`src/rtl/serial_adder_unit.sv`:
```
// Bit-serial add/subtract: one full-adder cell with a registered carry walks the
// operands LSB-first, one bit per clock, behind valid/ready handshakes.

module full_adder_cell (
  input  logic i_a,
  input  logic i_b,
  input  logic i_c,
  output logic o_s,
  output logic o_c
);
  assign o_s = i_a ^ i_b ^ i_c;
  assign o_c = (i_a & i_b) | (i_c & (i_a ^ i_b));
endmodule

module serial_adder_unit #(
  parameter int WIDTH = 8
) (
  input  logic             clk,
  input  logic             rst,
  input  logic             in_valid,
  output logic             in_ready,
  input  logic [WIDTH-1:0] a,
  input  logic [WIDTH-1:0] b,
  input  logic             sub,
  output logic             out_valid,
  input  logic             out_ready,
  output logic [WIDTH-1:0] sum,
  output logic             cout,
  output logic             ovf
);
  localparam int CW = (WIDTH > 1) ? $clog2(WIDTH) : 1;
  localparam logic [CW-1:0] LAST = CW'(WIDTH - 1);

  typedef enum logic [1:0] {S_IDLE, S_RUN, S_DONE} state_t;

  state_t           r_state;
  logic [WIDTH-1:0] r_a, r_b, r_sum;
  logic [CW-1:0]    r_cnt;
  logic             r_carry, r_in_ready, r_cout, r_ovf;
  logic             w_s, w_co;

  full_adder_cell u_fa (
    .i_a (r_a[0]),
    .i_b (r_b[0]),
    .i_c (r_carry),
    .o_s (w_s),
    .o_c (w_co)
  );

  // in_ready is its own register so it stays low for the cycle after reset
  always_ff @(posedge clk) begin
    if (rst) begin
      r_state    <= S_IDLE;
      r_in_ready <= 1'b0;
      r_a        <= '0;
      r_b        <= '0;
      r_sum      <= '0;
      r_cnt      <= '0;
      r_carry    <= 1'b0;
      r_cout     <= 1'b0;
      r_ovf      <= 1'b0;
    end else begin
      case (r_state)
        S_IDLE: begin
          r_in_ready <= 1'b1;
          if (in_valid && r_in_ready) begin
            r_a        <= a;
            r_b        <= b ^ {WIDTH{sub}};
            r_carry    <= sub;
            r_cnt      <= '0;
            r_in_ready <= 1'b0;
            r_state    <= S_RUN;
          end
        end
        S_RUN: begin
          r_a     <= r_a >> 1;
          r_b     <= r_b >> 1;
          r_sum   <= {w_s, r_sum[WIDTH-1:1]};
          r_carry <= w_co;
          if (r_cnt == LAST) begin
            // r_carry here is the carry into the MSB
            r_cout  <= w_co;
            r_ovf   <= r_carry ^ w_co;
            r_state <= S_DONE;
          end else begin
            r_cnt <= r_cnt + CW'(1);
          end
        end
        S_DONE: begin
          if (out_ready) begin
            r_state    <= S_IDLE;
            r_in_ready <= 1'b1;
          end
        end
        default: r_state <= S_IDLE;
      endcase
    end
  end

  assign in_ready  = r_in_ready;
  assign out_valid = (r_state == S_DONE);
  assign sum       = r_sum;
  assign cout      = r_cout;
  assign ovf       = r_ovf;

endmodule

```
`config.mk`:
```
export PLATFORM = sky130hd
export DESIGN_NAME = serial_adder_unit
export DESIGN_NICKNAME = d
export VERILOG_FILES = /design/src/rtl/serial_adder_unit.sv
export SDC_FILE = /design/constraint.sdc
export NUM_CORES = 1
export LEC_CHECK = 0
export ABC_CLOCK_PERIOD_IN_PS = 3100
export CAP_MARGIN = 30
export CORE_ASPECT_RATIO = 0.6
export CORE_MARGIN = 4
export CORE_UTILIZATION = 45
export DETAILED_ROUTE_END_ITERATION = 12
export PLACE_DENSITY = 0.72
export SLEW_MARGIN = 30
export SYNTH_ARGS = -nofsm -noshare
export SYNTH_HDL_FRONTEND = slang
export SYNTH_SLANG_ARGS = --single-unit
```
`constraint.sdc`:
```
create_clock -name clk -period 3.1 [get_ports clk]
set_clock_uncertainty 0.05 [all_clocks]
set_input_delay 0.465 -clock clk [delete_from_list [all_inputs] [get_ports clk]]
set_output_delay 0.465 -clock clk [all_outputs]
set_load 0.02 [all_outputs]
```
### Power grid, run 1

Bar = 20 um. Pins as bars on the die edge.
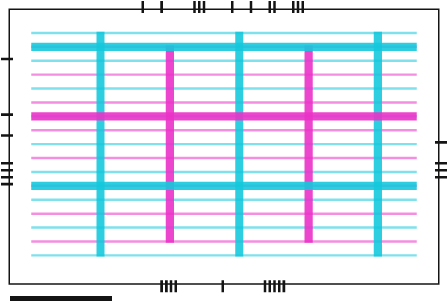
Key: cyan = VSS; magenta = VDD
3 straps on met5. The core has 16 rows.
Die Ht: 53.4 um
core area: 3280 um2

### Cells colored by class, run 1

Bar = 20 um.
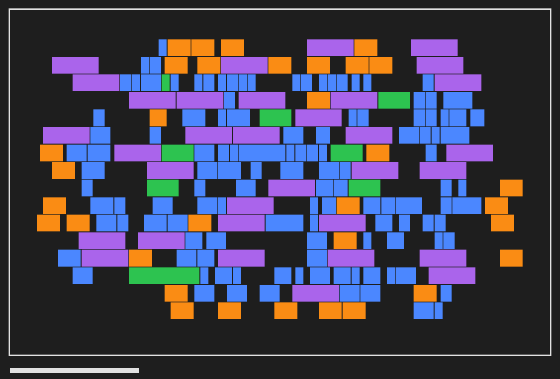
Key: purple = flops [cells 33, share of their area 35%]; green = clock drivers and dummy loads [cells 8, share of their area 6.1%]; orange = other buffers and delay cells [cells 33, share of their area 17%]; blue = combinational and other logic [cells 122, share of their area 42%]
design area: 1960 um2
flop share of the area: 0.337
Rows: 16

==> impl_metrics.ini, run 1 <==
; generated from flow reports
[run_status]
status = completed

[logic_synthesis]
yosys_most_used_dff = dfxtp_1
ys_area_um2 = 1550
post_synth.cell_area_avg_um2 = 9.22
yosysWarnings = 0
synth_cell_types = 32
edf_count = 0
ys.flops = 33

[hold_path]
hp-class = register to register

[final_timing]
whs_ns = 0.416
fmax_mhz = 450
period_needed_ns = 2.22
maxSlewViolCount = 0

[die]
die_w_um = 83.7
chip_area_um2 = 4480

[job]
drv_cap = 0
warnings = 26

[place]
dpl_worst_slack_ns = 0.962

[layout]
diodes = 0
final_common_cell = dfxtp_1
syn_to_final_growth_pct = 26.7
logic_area_um2 = 795

[power]
ir_drop_uv = 282

[cts]
post_cts_buffers = 0
path_clk_slew_ns = 0.07
h-tree-depth = 2
cts_tree = done

[setup_path]
r2r_slack_ns = 1.26
crit_start = r_state[0]
cp_data_required_time_ns = 2.58
crit_chain = nor2b_1 -> clkdlybuf4s50_1
critPathTopFamily = flip-flops

[global_route]
grt_max_degree = 20

[routing]
drtPass1Iterations = 4
drt_iter0_drc = 98
### Clock distribution, run 1

Bar = 20 um.
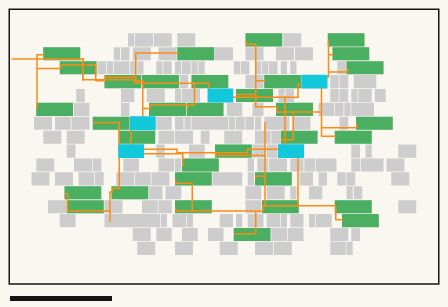
Key: green = flip-flops [count 33]; orange = clock wires [length 414 um]; cyan = clock drivers [count 5]
There are 6 routed clock nets.
clk latency late pin: 0.28 ns
Power Clock: 0.000416 W
Clk pwr share: 0.404

### Metal layers overlaid, run 1

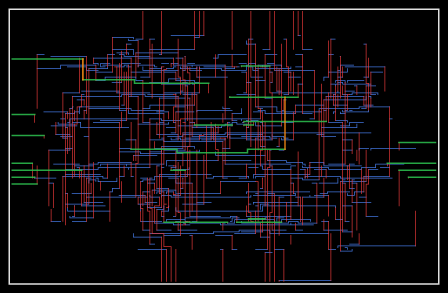
Key: red = metal 2 [wire length 1640 um]; blue = metal 1 [wire length 1650 um]; green = metal 3 [wire length 208 um]; orange = metal 4 [wire length 14.3 um]
DR vias: 1305
routed length per instance: 14.6 um
drt total wl: 3.52 mm

## run 1: cell families (layout without fill, tap and decap cells)
family | Yosys count | in the layout | share of synthesized area
AND-OR/OR-AND | 52 | 52 | 0.225
XOR/XNOR | 9 | 9 | 0.0509
adder cells (fa/ha/maj) | 3 | 3 | 0.0291
buffers and inverters | 15 | 43 | 0.0606
flip-flops | 33 | 33 | 0.426
multiplexers | 9 | 9 | 0.0582
AND/OR/NAND/NOR | 47 | 47 | 0.150
## run 1: routing by layer
| metal | vias up | part of all wire | routed length [um] |
|---|---|---|---|
| li1 | 652 | - | - |
| met1 | 616 | 0.47 | 1650 |
| met2 | 33 | 0.47 | 1640 |
| met3 | 4 | 0.059 | 208 |
| met4 | 0 | 0.0040 | 14 |
| met5 | - | 0 | 0 |
## run 1: state kept, by name, summed over array words and instances (netlist names)
| name | count |
|---|---|
| r_a | 8 |
| r_b | 8 |
| sum | 8 |
| r_cnt | 3 |
| r_state | 2 |
| cout | 1 |
| in_ready | 1 |
| ovf | 1 |
| r_carry | 1 |
## run 1: worst reg2reg max path, stage by stage, from the launching register on
cell      delay [ns]
dfxtp_1         0.70
a21o_1          0.53
a21oi_1         0.15
a311oi_1        0.30
## run 1: area by class of cell
class,count,area share
Sequential cell,33,0.337
Clock inverter,1,0.0153
Tap cell,45,0.0287
Timing Repair Buffer,33,0.167
Clock buffer,7,0.0440
Inverter,2,0.00382
Multi-Input combinational cell,120,0.405
## run 1: power by group
group | switching, W | total (W) | internal, W | leakage (nW)
logic | 0.0000713 | 0.000145 | 0.0000735 | 0.407
clock network | 0.000154 | 0.000416 | 0.000262 | 0.0585
registers | 0.0000216 | 0.000470 | 0.000449 | 0.269
### Track usage over the die, run 1

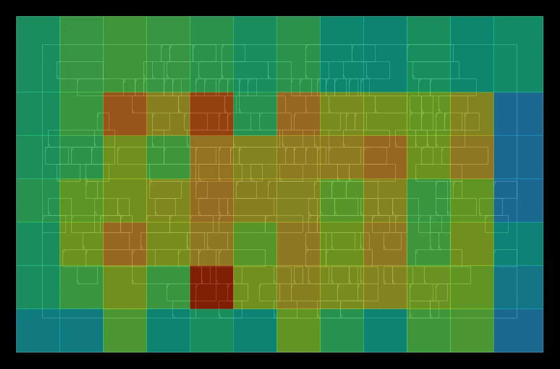

==> run 2, diff against run 1 <==
Settings changed: ABC_CLOCK_PERIOD_IN_PS 3100 to 2140.
Clock period 3.1 ns to 2.14 ns, I/O delays scaled along.
### Track usage over the die, run 2

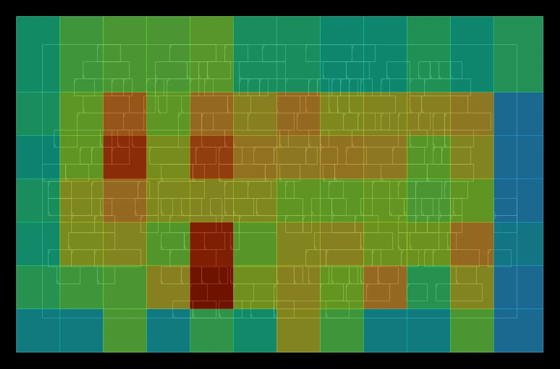
total global-route track usage: 0.173
grt peak-use layer: met2

### Power grid, run 2

Bar = 20 um. Pins as bars on the die edge.
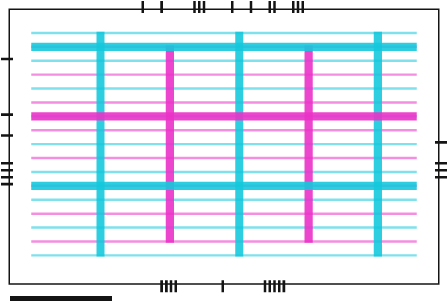
Key: magenta = VDD; cyan = VSS
The core has 16 rows. 3 straps on met5. 33 signal pins sit on the boundary. 17 met1 rails follow the rows. 5 straps on met4.
Die W: 83.7 um
worst vdd ir: 347 uV

### Cells colored by class, run 2

Bar = 20 um.
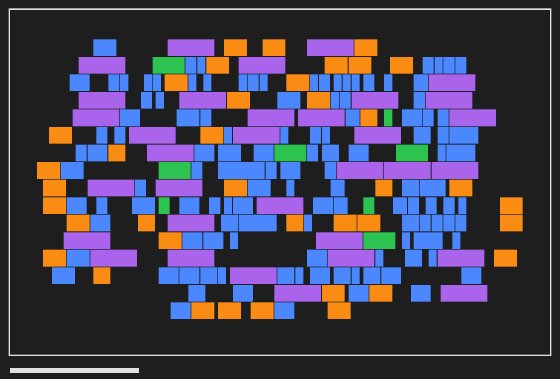
Key: purple = flops [cells 33, share of their area 35%]; green = clock drivers and dummy loads [cells 8, share of their area 4.3%]; blue = combinational and other logic [cells 122, share of their area 42%]; orange = other buffers and delay cells [cells 38, share of their area 19%]
flop share of the area: 0.336
design area: 1970 um2
final core occ: 0.599

==> run 2 against run 1 <==
Via count grew 1.6%; setup slack worse by 0.81 ns; synthesized cell count is the same; critical endpoint unchanged; power is 31% higher; area after synthesis did not move; sequential share of layout area down 0.064 points; flip-flop count did not move; combinational power rose by 58%; utilization grew 0.11 points; final area increased by 0.19%; final cell count up 2.1%; worst hold slack worse by 0.0078 ns.
==> impl_metrics.ini, run 2 <==
; generated from flow reports
[setup_path]
crit_chain = nor2b_1 -> clkdlybuf4s50_1
critPathTopFamily = buffers and inverters
r2r_slack_ns = 0.39
cp_data_required_time_ns = 1.77

[layout]
final_common_cell = dfxtp_1
diodes = 0
clkCellAreaFrac = 0.0420
logic_gates = 120
inverters = 2
logic_area_um2 = 795
n_all_buffers = 38
syn_to_final_growth_pct = 27.0

[routing]
wirelength_mm = 3.62
drt_iter0_drc = 80
drtPass1Iterations = 4
wl_per_cell_um = 14.7

[cts]
cts_tree = done
h-tree-depth = 2

[die]
core_um2 = 3280
num_tap_cells = 45

[logic_synthesis]
post_synth.cell_area_avg_um2 = 9.22
edf_count = 0
synth_cell_types = 32

[power]
switchingPower_w = 0.000364
pwr-share-comb = 0.169
pwr-share-clk = 0.331
p_seq_frac = 0.500
p_sw_frac = 0.268

[global_route]
grt_max_degree = 18

[job]
warnings = 26

[final_timing]
period_needed_ns = 2.07
fmax_mhz = 483

[run_status]
status = completed

[hold_path]
hp-class = register to register
-- run 2: cell counts after synthesis --
Identical to the previous run, type by type.
-- run 2: power groups by stage --
stage | Clock (W) | Sequential (W) | Combinational (W)
2_1_floorplan | 0 | 0.000686 | 0.000157
3_3_place_gp | 0 | 0.000689 | 0.000218
3_5_place_dp | 0 | 0.000691 | 0.000227
4_1_cts | 0.000453 | 0.000678 | 0.000230
5_1_grt | 0.000472 | 0.000683 | 0.000251
6_report | 0.000449 | 0.000679 | 0.000229
-- run 2: tightest hold or removal path: cells and delay by family, from the launching register on --
kind	cells	cell delay (ns)
AND/OR/NAND/NOR	1	0.05
AND-OR/OR-AND	1	0.05
flip-flops	1	0.32
-- run 2: worst max-delay path by stage --
stage               startpoint   endpoint
floorplan             r_cnt[0]   r_cnt[2]
global placement      in_valid     r_b[1]
detailed placement    in_valid     r_b[2]
CTS                 r_state[1]  out_valid
global route        r_state[1]  out_valid
finish              r_state[1]  out_valid
-- run 2: metal layers --
| metal | track usage | vias up | wire [um] | share of wire |
|---|---|---|---|---|
| met5 | 0 | - | 0 | 0 |
| met4 | 0.0642 | 0 | 46 | 0.013 |
| met3 | 0.0498 | 6 | 168 | 0.046 |
| met2 | 0.302 | 29 | 1730 | 0.48 |
| met1 | 0.205 | 630 | 1680 | 0.46 |
| li1 | - | 661 | - | - |
-- run 2: cell families after synthesis --
logic type | synth area share
AND/OR/NAND/NOR | 0.150
multiplexers | 0.0582
buffers and inverters | 0.0606
adder cells (fa/ha/maj) | 0.0291
XOR/XNOR | 0.0509
AND-OR/OR-AND | 0.225
flip-flops | 0.426
Power and IR drop assume default switching activity.
